Figure 1. Signal wires on met1.
Bar = 50 um.
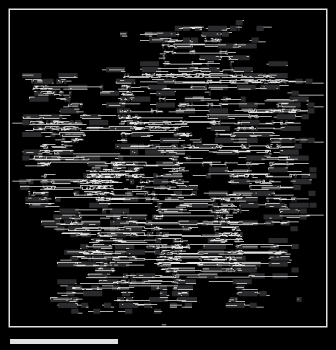
Figure 2. Signal wires on met2.
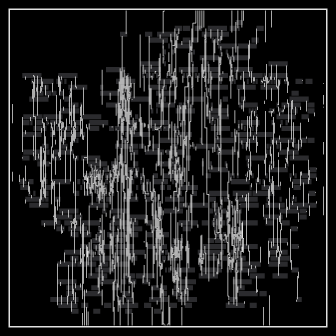
Figure 3. The metal 3 layer.
Bar = 50 um.
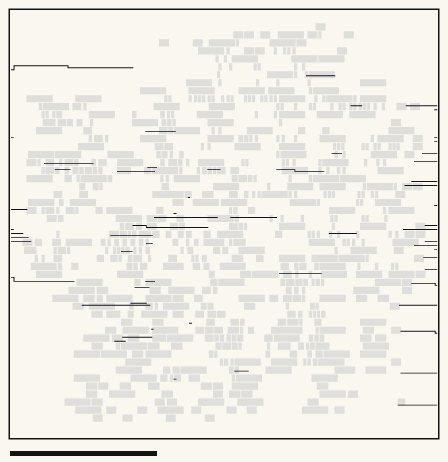
Figure 4. Sequential cells grouped by signal name.
Other sequential cells in the stronger gray, the rest of the logic in the fainter gray.
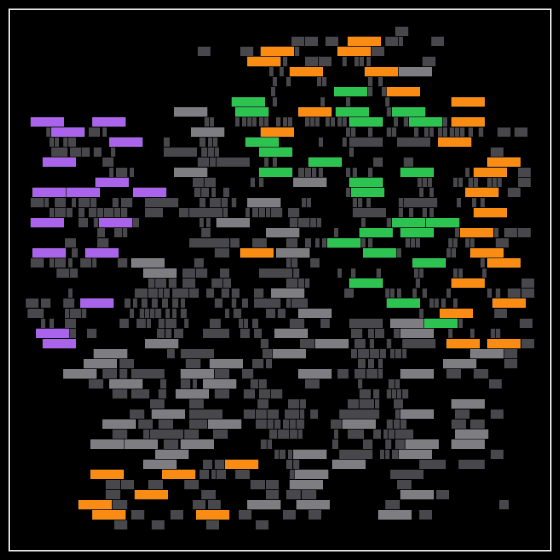
<file path="config.mk">
export PLATFORM = sky130hd
export DESIGN_NAME = im_loader_flat
export DESIGN_NICKNAME = d
export VERILOG_FILES = /design/src/rtl/im_loader_if.sv /design/src/rtl/im_loader.sv /design/src/flat_wrapper.sv
export SDC_FILE = /design/constraint.sdc
export NUM_CORES = 1
export LEC_CHECK = 0
export CAP_MARGIN = 40
export CORE_MARGIN = 4
export CORE_UTILIZATION = 30
export DETAILED_ROUTE_END_ITERATION = 6
export PLACE_DENSITY_LB_ADDON = 0.1
export SYNTH_ARGS = -nofsm -noshare
export SYNTH_HDL_FRONTEND = slang
export SYNTH_SLANG_ARGS = --single-unit
</file>
<file path="constraint.sdc">
create_clock -name i_clk -period 3 [get_ports i_clk]
set_input_delay 0.9 -clock i_clk [delete_from_list [all_inputs] [get_ports i_clk]]
set_output_delay 0.9 -clock i_clk [all_outputs]
set_load 0.05 [all_outputs]
</file>
<file path="src/rtl/im_loader_if.sv">
// Loader-facing bundle: inbound byte stream, IM write port and core-control status.
// The loader drives the slave side; the stream source and consumers of the outputs use the master side.
interface im_loader_if #(
  parameter int AW = 10
);
  logic          in_valid;
  logic [7:0]    in_data;
  logic          in_ready;
  logic          im_we;
  logic [AW-1:0] im_addr;
  logic [31:0]   im_wdata;
  logic          cpu_hold;
  logic          done;
  logic          err;

  modport slave (
    input  in_valid, in_data,
    output in_ready, im_we, im_addr, im_wdata, cpu_hold, done, err
  );

  modport master (
    output in_valid, in_data,
    input  in_ready, im_we, im_addr, im_wdata, cpu_hold, done, err
  );
endinterface

</file>
<file path="src/rtl/im_loader.sv">
// Framed byte-stream loader for the instruction memory; one IM write a cycle after each 4th data byte.
// Status updates a cycle after the checksum byte; in_ready is always high, so there is no backpressure.
module im_loader #(
  parameter int          AW      = 10,
  parameter logic [15:0] TIMEOUT = 16'd50000
) (
  input  logic       i_clk,
  input  logic       i_rst_n,
  im_loader_if.slave io_bus
);

  typedef enum logic [2:0] {
    S_IDLE,
    S_LEN_LO,
    S_LEN_HI,
    S_DATA,
    S_CSUM,
    S_DONE,
    S_ERR
  } state_t;

  localparam logic [15:0] LEN_MAX = 16'(1 << AW);
  localparam logic [7:0]  MAGIC   = 8'hA5;

  state_t        r_state;
  state_t        w_next;
  logic [7:0]    r_len_lo;
  logic [AW:0]   r_len;
  logic [AW:0]   r_idx;
  logic [1:0]    r_bcnt;
  logic [23:0]   r_asm;
  logic [7:0]    r_csum;
  logic [15:0]   r_idle;
  logic          r_we;
  logic [AW-1:0] r_addr;
  logic [31:0]   r_wdata;

  logic          w_acc;
  logic          w_magic;
  logic [15:0]   w_len16;
  logic [AW:0]   w_idx_inc;
  logic          w_active;
  logic          w_tmo;

  assign w_acc     = io_bus.in_valid;
  assign w_magic   = w_acc && (io_bus.in_data == MAGIC);
  assign w_len16   = {io_bus.in_data, r_len_lo};
  assign w_idx_inc = r_idx + 1'b1;
  assign w_active  = (r_state == S_LEN_LO) || (r_state == S_LEN_HI) ||
                     (r_state == S_DATA)   || (r_state == S_CSUM);
  // Fires on the TIMEOUT-th idle edge after the last accepted byte.
  assign w_tmo     = w_active && !w_acc && (r_idle == TIMEOUT - 16'd1);

  always_ff @(posedge i_clk or negedge i_rst_n) begin
    if (!i_rst_n) begin
      r_state <= S_IDLE;
    end else begin
      r_state <= w_next;
    end
  end

  always_comb begin
    w_next = r_state;
    case (r_state)
      S_IDLE, S_DONE, S_ERR: begin
        if (w_magic) w_next = S_LEN_LO;
      end
      S_LEN_LO: begin
        if (w_acc) w_next = S_LEN_HI;
      end
      S_LEN_HI: begin
        if (w_acc) begin
          if (w_len16 > LEN_MAX)     w_next = S_ERR;
          else if (w_len16 == 16'd0) w_next = S_CSUM;
          else                       w_next = S_DATA;
        end
      end
      S_DATA: begin
        if (w_acc && (r_bcnt == 2'd3) && (w_idx_inc == r_len)) w_next = S_CSUM;
      end
      S_CSUM: begin
        if (w_acc) w_next = (io_bus.in_data == r_csum) ? S_DONE : S_ERR;
      end
      default: w_next = S_IDLE;
    endcase
    if (w_tmo) w_next = S_ERR;
  end

  always_ff @(posedge i_clk or negedge i_rst_n) begin
    if (!i_rst_n) begin
      r_len_lo <= '0;
      r_len    <= '0;
      r_idx    <= '0;
      r_bcnt   <= '0;
      r_asm    <= '0;
      r_csum   <= '0;
      r_idle   <= '0;
      r_we     <= 1'b0;
      r_addr   <= '0;
      r_wdata  <= '0;
    end else begin
      r_we <= 1'b0;
      if (w_active && !w_acc) r_idle <= r_idle + 16'd1;
      else                    r_idle <= '0;

      case (r_state)
        S_IDLE, S_DONE, S_ERR: begin
          if (w_magic) begin
            r_csum <= '0;
            r_idx  <= '0;
            r_bcnt <= '0;
          end
        end
        S_LEN_LO: begin
          if (w_acc) r_len_lo <= io_bus.in_data;
        end
        S_LEN_HI: begin
          if (w_acc) r_len <= w_len16[AW:0];
        end
        S_DATA: begin
          if (w_acc) begin
            r_asm  <= {r_asm[15:0], io_bus.in_data};
            r_csum <= r_csum ^ io_bus.in_data;
            r_bcnt <= r_bcnt + 2'd1;
            if (r_bcnt == 2'd3) begin
              r_we    <= 1'b1;
              r_addr  <= r_idx[AW-1:0];
              r_wdata <= {r_asm, io_bus.in_data};
              r_idx   <= w_idx_inc;
            end
          end
        end
        default: begin
        end
      endcase
    end
  end

  assign io_bus.in_ready = 1'b1;
  assign io_bus.im_we    = r_we;
  assign io_bus.im_addr  = r_addr;
  assign io_bus.im_wdata = r_wdata;
  assign io_bus.cpu_hold = (r_state != S_DONE);
  assign io_bus.done     = (r_state == S_DONE);
  assign io_bus.err      = (r_state == S_ERR);

endmodule
</file>
<file path="src/flat_wrapper.sv">
// flat-port wrapper written by rule: the top's interface ports become plain ports
module im_loader_flat 
#(
  parameter int          AW      = 10,
  parameter logic [15:0] TIMEOUT = 16'd50000
)
  (i_clk, i_rst_n, io_bus_in_valid, io_bus_in_data, io_bus_in_ready, io_bus_im_we, io_bus_im_addr, io_bus_im_wdata, io_bus_cpu_hold, io_bus_done, io_bus_err);
  im_loader_if #(.AW(AW)) io_bus_i ();
  input  logic i_clk;
  input  logic i_rst_n;
  input wire logic [$bits(io_bus_i.in_valid)-1:0] io_bus_in_valid;
  input wire logic [$bits(io_bus_i.in_data)-1:0] io_bus_in_data;
  output wire logic [$bits(io_bus_i.in_ready)-1:0] io_bus_in_ready;
  output wire logic [$bits(io_bus_i.im_we)-1:0] io_bus_im_we;
  output wire logic [$bits(io_bus_i.im_addr)-1:0] io_bus_im_addr;
  output wire logic [$bits(io_bus_i.im_wdata)-1:0] io_bus_im_wdata;
  output wire logic [$bits(io_bus_i.cpu_hold)-1:0] io_bus_cpu_hold;
  output wire logic [$bits(io_bus_i.done)-1:0] io_bus_done;
  output wire logic [$bits(io_bus_i.err)-1:0] io_bus_err;
  assign io_bus_i.in_valid = io_bus_in_valid;
  assign io_bus_i.in_data = io_bus_in_data;
  assign io_bus_in_ready = io_bus_i.in_ready;
  assign io_bus_im_we = io_bus_i.im_we;
  assign io_bus_im_addr = io_bus_i.im_addr;
  assign io_bus_im_wdata = io_bus_i.im_wdata;
  assign io_bus_cpu_hold = io_bus_i.cpu_hold;
  assign io_bus_done = io_bus_i.done;
  assign io_bus_err = io_bus_i.err;
  im_loader #(.AW(AW), .TIMEOUT(TIMEOUT)) u_core (.i_clk(i_clk), .i_rst_n(i_rst_n), .io_bus(io_bus_i));
endmodule
</file>
==> impl_metrics.py <==
# Metrics from the implementation run
metrics = {
    "outcome": {
        "status": "finished, final reports clean",
    },
    "yosys": {
        "syn_inst": 580,
        "yosys_area_um2": 5700,
        "ys_types": 48,
        "adder_share": 0.00659,
        "synth.logic.top_family": "simple AND/OR/NAND/NOR gates",
        "synth.avg_cell_area_um2": 9.83,
        "async_flop_share": 1.00,
        "syn_area_um2": 5700,
        "floorplan.nets": 594,
        "simple_gate_area_frac": 0.206,
        "ys.flop_type": "dfrtp_1",
        "edf_count": 0,
        "yosys.stat.seqShare": 0.553,
        "yosysWarningCount": 0,
        "ys_sh_mux": 0.0788,
    },
    "job": {
        "warning_count": 26,
    },
    "place": {
        "place_ws_ns": -0.113,
        "dp_hpwl_mm": 9.60,
        "portBuffers": 56,
    },
    "sta": {
        "fin_crit_sh": 0.906,
        "drv_slew": 0,
        "hold_viol_final": 0,
        "period_minus_slack_ns": 2.72,
        "rsz0062_at_grt": "no",
        "fmax_mhz": 368,
        "setup_ws_ns": 0.281,
        "finalSetupTns_ns": 0,
        "setup_violations": 0,
        "slew_headroom": 0.657,
    },
    "min_path": {
        "min_path_type": "primary input to asynchronous set/reset pin",
    },
    "clock_tree": {
        "cts_num_sinks": 126,
        "cts-root-buf": "clkbuf_16",
        "cts.clk_slew.worst_paths_ns": 0.05,
        "cts_tree": "yes",
        "htreeDepth": 4,
        "cts_made_buffers": 17,
        "insertion_delay_ns": 0.41,
    },
    "floorplan": {
        "fp.dieW_um": 146,
        "io-pin-count": 58,
        "chip_area_um2": 21300,
        "row_count": 50,
        "die_h_um": 146,
        "initCoreUtil": 0.305,
    },
    "setup_path": {
        "startpoint_type": "primary input",
        "path_cells": "clkdlybuf4s50_1, or3_4, nor4_1, o22ai_1, or2_1, o21ai_0, o21ai_0",
        "worstRegToRegCells": 7,
        "worstSetupPathType": "primary input to flop",
        "endpoint_kind": "flop",
        "worstPathRequired_ns": 3.28,
        "rr_startpoint": "u_core.r_idx[1]",
        "crit_end": "u_core.r_idx[2]",
        "crit_fanout": 11,
        "timing.rr.end": "u_core.r_state[2]",
    },
    "route": {
        "via_per_inst": 4.77,
        "drt_iter0_markers": 214,
        "firstDrtPassIters": 4,
        "dr.max_layer_used": "met4",
    },
    "grt": {
        "track_usage": 0.134,
        "met3_usage": 0.0349,
        "grt_max_degree": 69,
        "grt_pass1_wl_mm": 22.8,
        "antenna_found_initial": 0,
        "grt.busiest_layer": "met2",
        "grt-ovfl-total": 0,
    },
    "pwr": {
        "power_mw": 5.78,
        "powerDensity_nw_per_um2": 804,
    },
    "layout": {
        "instances_no_fill": 892,
        "final_util": 0.385,
        "syn2layout_area_growth_pct": 26.3,
    },
}
## Picture notes: Figure 1
- share of all routed wire: 48%
- longest straight run: 45.5 um
- wire length on this layer: 6500 um
- main direction: horizontal
- nets with wire on the layer: 592

## Picture notes: Figure 2
- nets with wire on the layer: 537
- wire length on this layer: 6300 um
- longest straight run: 57.1 um

## Picture notes: Figure 3
- wire length on this layer: 479 um
- nets with wire on the layer: 45

## Picture notes: Figure 4
- purple: u_core.r_idle (flops 16)
- orange: u_core.io_bus.im_wdata (flops 32; where all over the die)
- green: u_core.r_asm (flops 24)

[power breakdown]
group	total (mW)	switching [mW]	internal [mW]
combinational	1.39	0.780	0.613
sequential	2.39	0.315	2.07
clock	2.00	0.701	1.30
total	5.78	1.80	3.99
[cell type report]
type | instances | area [um2] | share of cell area
Tap cell | 234 | 293 | 0.0407
Inverter | 7 | 26.3 | 0.00365
Timing Repair Buffer | 80 | 773 | 0.107
Clock inverter | 6 | 82.6 | 0.0115
Sequential cell | 126 | 3150 | 0.438
Multi-Input combinational cell | 414 | 2370 | 0.330
Clock buffer | 25 | 495 | 0.0689
[state kept, by name (all words and copies together), names as in the netlist, 3 cells and up]
register                flops
u_core.io_bus.im_wdata     32
u_core.r_asm               24
u_core.r_idle              16
u_core.r_idx               11
u_core.r_len               11
u_core.io_bus.im_addr      10
u_core.r_csum               8
u_core.r_len_lo             8
u_core.r_state              3
[worst max-delay path: cells and delay by family]
kind	cells	cell delay (ns)
compound gates	3	0.46
simple gates	3	1.16
buf+inv	1	0.48
[cells in the mapped netlist (3+ instances only)]
cell      count  area, um2
o31ai_1       4       30.0
buf_2         9       45.0
inv_1         7       26.3
nor2_1       43        161
nor3b_1       3       22.5
nand2_1     165        619
xor2_1       20        175
nor4_1        8       50.1
nor3_1        5       25.0
and3_1       11       68.8
nand3_1      13       65.1
nor4b_1       3       26.3
buf_1         3       11.3
dfrtp_1     126       3150
ha_1          3       37.5
xnor2_1      20        175
o21ai_1      12       60.1
a21oi_1      12       60.1
clkbuf_1     18       67.6
nand4_1       3       18.8
o21ai_0      24        120
mux2_2       39        439
[what timing repair did]
item,4_1_cts,5_1_grt
setup endpoints to repair,0,1
buffers inserted,0,0
gates resized,0,1
No activity file was given, so power comes from the tool's default toggle rates.
